port_nets.png
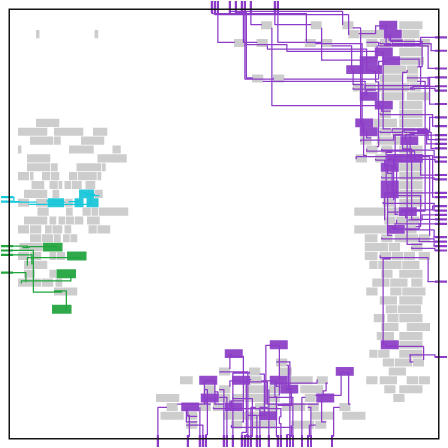
final_clocks.png
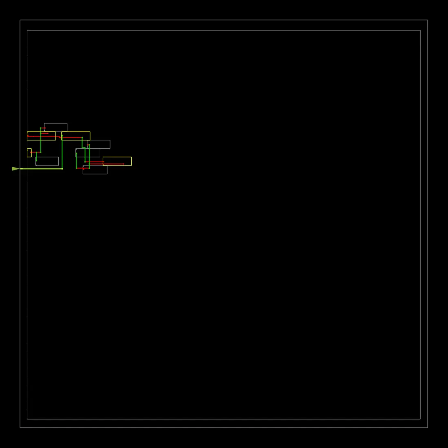
clock_map.png
The bar under the picture is 50 microns long.
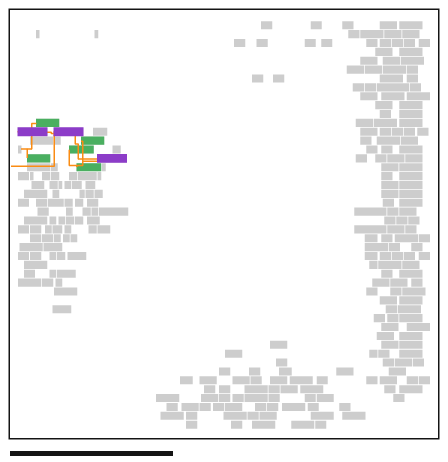
===== src/rtl/dmem_arbiter.sv =====
// Two-port round-robin arbiter in front of the single byte-enabled data BRAM port.
// Port 1 can take a lock to run uninterrupted bursts (e.g. loader image writes).
//
// state      | meaning
// -----------+----------------------------------------------------------
// ST_OPEN    | no lock held; round-robin between valid requesters
// ST_LOCK_P0 | port 0 holds the lock; port 1 is blocked
// ST_LOCK_P1 | port 1 holds the lock; port 0 is blocked
module dmem_arbiter #(
   parameter int ADDR_WIDTH = 12,
   parameter int DATA_WIDTH = 32,
   parameter int NUM_COL    = 4
) (
   input  logic                       clk_i,
   input  logic                       rst_i,
   input  logic [1:0]                 req_valid_i,
   output logic [1:0]                 req_ready_o,
   input  logic [1:0]                 req_lock_i,
   input  logic [1:0][ADDR_WIDTH-1:0] req_addr_i,
   input  logic [1:0][NUM_COL-1:0]    req_be_i,
   input  logic [1:0][DATA_WIDTH-1:0] req_wdata_i,
   output logic [1:0]                 rsp_valid_o,
   output logic [1:0][DATA_WIDTH-1:0] rsp_rdata_o,
   output logic [NUM_COL-1:0]         mem_wr_en_o,
   output logic [ADDR_WIDTH-1:0]      mem_addr_o,
   output logic [DATA_WIDTH-1:0]      mem_wr_data_o,
   input  logic [DATA_WIDTH-1:0]      mem_rd_data_i
);

   typedef enum logic [1:0] {
      ST_OPEN    = 2'd0,
      ST_LOCK_P0 = 2'd1,
      ST_LOCK_P1 = 2'd2
   } lock_state_e;

   lock_state_e state_q, state_d;
   logic        last_grant_q, last_grant_d;
   logic [1:0]  rsp_pending_q, rsp_pending_d;
   logic [1:0]  grant;
   logic        xfer;
   logic        gsel;
   logic        unused_addr_bits;

   assign unused_addr_bits = ^{req_addr_i[0][1:0], req_addr_i[1][1:0]};

   always_ff @(posedge clk_i) begin
      if (rst_i) begin
         state_q       <= ST_OPEN;
         last_grant_q  <= 1'b1;
         rsp_pending_q <= 2'b00;
      end else begin
         state_q       <= state_d;
         last_grant_q  <= last_grant_d;
         rsp_pending_q <= rsp_pending_d;
      end
   end

   always_comb begin
      grant         = 2'b00;
      state_d       = state_q;
      last_grant_d  = last_grant_q;
      rsp_pending_d = 2'b00;

      case (state_q)
         ST_LOCK_P0: grant = 2'b01;
         ST_LOCK_P1: grant = 2'b10;
         default: begin
            case (req_valid_i)
               2'b01:   grant = 2'b01;
               2'b10:   grant = 2'b10;
               2'b11:   grant = last_grant_q ? 2'b01 : 2'b10;
               default: grant = 2'b00;
            endcase
         end
      endcase

      req_ready_o = req_valid_i & grant & {2{~rst_i}};
      xfer        = |req_ready_o;
      // With no transfer this selects port 0, which is the idle address view.
      gsel        = req_ready_o[1];

      mem_addr_o    = {req_addr_i[gsel][ADDR_WIDTH-1:2], 2'b00};
      mem_wr_data_o = req_wdata_i[gsel];
      mem_wr_en_o   = xfer ? req_be_i[gsel] : '0;

      if (xfer) begin
         last_grant_d = gsel;
         if (req_lock_i[gsel])
            state_d = gsel ? ST_LOCK_P1 : ST_LOCK_P0;
         else
            state_d = ST_OPEN;
         if (req_be_i[gsel] == '0)
            rsp_pending_d = req_ready_o;
      end
   end

   // A reset landing in the response cycle drops the response as well.
   assign rsp_valid_o    = rsp_pending_q & {2{~rst_i}};
   assign rsp_rdata_o[0] = mem_rd_data_i;
   assign rsp_rdata_o[1] = mem_rd_data_i;

endmodule


===== config.mk =====
export PLATFORM = sky130hd
export DESIGN_NAME = dmem_arbiter
export DESIGN_NICKNAME = d
export VERILOG_FILES = /design/src/rtl/dmem_arbiter.sv
export SDC_FILE = /design/constraint.sdc
export NUM_CORES = 1
export LEC_CHECK = 0
export CAP_MARGIN = 10
export CELL_PAD_IN_SITES_DETAIL_PLACEMENT = 0
export CELL_PAD_IN_SITES_GLOBAL_PLACEMENT = 2
export CORE_MARGIN = 2
export CORE_UTILIZATION = 10
export DETAILED_ROUTE_END_ITERATION = 16
export GPL_TIMING_DRIVEN = 1
export PLACE_DENSITY = 0.91
export SYNTH_ARGS = -nofsm -noshare
export SYNTH_HDL_FRONTEND = slang
export SYNTH_SLANG_ARGS = --single-unit

===== constraint.sdc =====
create_clock -name clk_i -period 2.9 [get_ports clk_i]
set_input_delay 0.725 -clock clk_i [delete_from_list [all_inputs] [get_ports clk_i]]
set_output_delay 0.725 -clock clk_i [all_outputs]
set_load 0.1 [all_outputs]

==> job_summary.md <==
### Flow metrics

| Metric | Value |
|---|---|
| Status | `finished clean` |
| # fillers | `1,653` |
| Top Layout Cells | `94 x clkdlybuf4s50_1, 52 x buf_12, 42 x mux2_4` |
| Max-area cell class | `non-clock buffers` |
| Area after DPL | `0.003366 sq mm` |
| Initial antenna violation count | `0` |
| Antenna-violating nets left | `0` |
| Post-synth top area cell | `mux2_4` |
| Final hold violations | `0` |
| Flip-flops with a built-in enable | `0` |
| CTS tree | `built` |
| WL met2 | `3151 microns` |
| Pin count of the biggest net entering global routing | `9` |
| Nets | `397` |
| Worst path max stage delay | `0.31 ns` |
| Comb gate area | `960.9 sq um` |
| # IOs | `250` |
| Clk pwr share | `15.0%` |
| Clkbuf count | `4` |
| Reg-to-reg startpoint | `state_q[0]` |
| GR Util met3 | `2.701%` |
| Final Max Tran Viols | `0` |
| Post-DR wirelength/cell | `13.29 microns` |
| Flip-flop and latch area | `102.6 sq um` |
| DRC viols | `0` |
| Multi-input gates | `79` |
| Ys flops | `5` |
| RSZ-0062 raised after global routing | `false` |
| # hold bufs at CTS | `0` |
| LEAKAGE | `1.481 nW` |
| Vias in the first global route | `1,706` |
| Part of the power in combinational logic | `79.8%` |
| Dominant flop cell | `dfxtp_1` |
| Reg2Reg Depth | `7` |
| CP top delay family | `buffers and inverters` |
| Worst Hold Depth | `1` |
| Pwr top | `combinational cells` |
| Setup WS post-layout | `0.07236 ns` |
| Buf/Inv on CP | `5` |
| Seq share, synth | `6.192%` |
| Chip width | `131.1 microns` |
| Top sig layer | `met4` |
| Die area | `0.01720 sq mm` |
| Clk cell area share | `2.152%` |
| Slowest cell on crit path | `mux2_4` |
| Synth logic family | `multiplexers` |
| Top cell type's share of synthesized area | `39.01%` |
| Place WS | `-0.2721 ns` |
| Yosys stat area | `0.001617 sq mm` |
| Share of cells above drive strength 1 | `50.38%` |
| Critical Path RT | `2.17 ns` |
| Non-Filler Instances | `476` |
| # diodes | `0` |
| Largest regs | `rsp_pending_q (2), state_q (2), last_grant_q (1)` |
| Hold_ws | `0.5244 ns` |
| Area Growth Syn to Fin | `126.5%` |
| Tap cells | `216` |
| Cells after Synth | `161` |
| HP Start | `last_grant_q` |
| Routed met1 length | `2504 microns` |
| Commonest cells post-synth | `66 x buf_4, 42 x mux2_4, 11 x nand4_1` |
| Busiest grt layer | `met2` |
| Cycle use final | `97.50%` |
| Clock-pin transition on the worst setup and hold timing paths | `0.03 ns` |
| Top cells by area, synth | `mux2_4 39%, buf_4 31%, dfxtp_1 6.2%` |
| Clk pwr | `224 uW` |
| Mux cell area share | `39.01%` |
| Sequential power | `77.2 uW` |
| Reg power frac | `5.2%` |
| Crit path cell chain | `clkdlybuf4s15_1 > nor2b_4 > and3_4 > buf_6 > buf_12 > buf_16 > mux2_4 > buf_12` |
| Post-synthesis instance area | `0.001617 sq mm` |
| Drt pass-1 iters | `4` |
| Routed wl met3 | `647 microns` |
| CP Launch Point | `req_valid_i[1]` |
| Clk root buf | `clkbuf_16` |
| Buffers excl. clock | `168` |
| Synth Area in Adders | `1.548%` |
| Mean Syn Cell Area | `10.04 sq um` |
| Commonest Layout Cell | `clkdlybuf4s50_1` |
| DRT Wirelength | `6325 microns` |
| Worst setup EP type | `primary output` |
| CTS max path bufs | `2` |
| Finish-stage setup viols | `0` |
| Worst reg-to-reg setup slack | `1.13 ns` |
| Detailed-route via count | `1,512` |
| FP Util | `10.21%` |
| Ao+oa area frac | `5.573%` |
| Non-clk buf share | `61.02%` |
| Skew final | `0.001643 ns` |
| Logic power comb | `1.19 mW` |
| 1st-iter DRT viols | `11` |
| Num rows | `46` |
| Tool warnings | `32` |
| Largest fanout on the critical path | `6` |
| Number of non-clock inverters | `4` |
| Sinks on Clock Net | `5` |
| Psw | `712.5 uW` |
| First-pass GRT wire length | `9970 microns` |
| Int Pwr | `777.0 uW` |
| Sw Ratio | `47.83%` |
| # Post-CTS Setup Buffers | `6` |
| Startpoint types | `input port` |
| Simple-Gate Fraction of Synth Area | `8.514%` |
| Worst Hold Endpoint | `last_grant_q` |
| Synth warn | `0` |
| Crit path top cell by count | `buf_12` |
| Max-Cap Viols | `0` |
| Final min period | `2.828 ns` |
| Grt met1 use | `8.558%` |
| Reg-to-Reg End | `last_grant_q` |
| Ys cells | `161` |
| Setup TNS | `0 ns` |
Notes on port_nets.png above:
legend:
  `req_valid_i`:
    colour: cyan
    bits: 2
    direction: input
    edge: west
    end_cells: 5
    wire: 49.4 microns
  `mem_wr_en_o`:
    colour: green
    bits: 4
    direction: output
    edge: west
    end_cells: 4
    wire: 106 microns
  `req_wdata_i`:
    colour: purple
    bits: 64
    direction: input
    edge: 30 east, 24 south, 10 north
    end_cells: 32
    wire: 2,290 microns

Notes on final_clocks.png above:
flop count: 5
clk ins delay skew pair: 0.22 ns
number of buffers created by CTS: 3

Notes on clock_map.png above:
legend:
  flip-flops:
    colour: green
    count: 5
  cells driving clock nets:
    colour: purple
    count: 3
  clock wires:
    colour: orange
    length: 102 microns
routed clock nets: 4

Power and IR drop assume default switching activity.
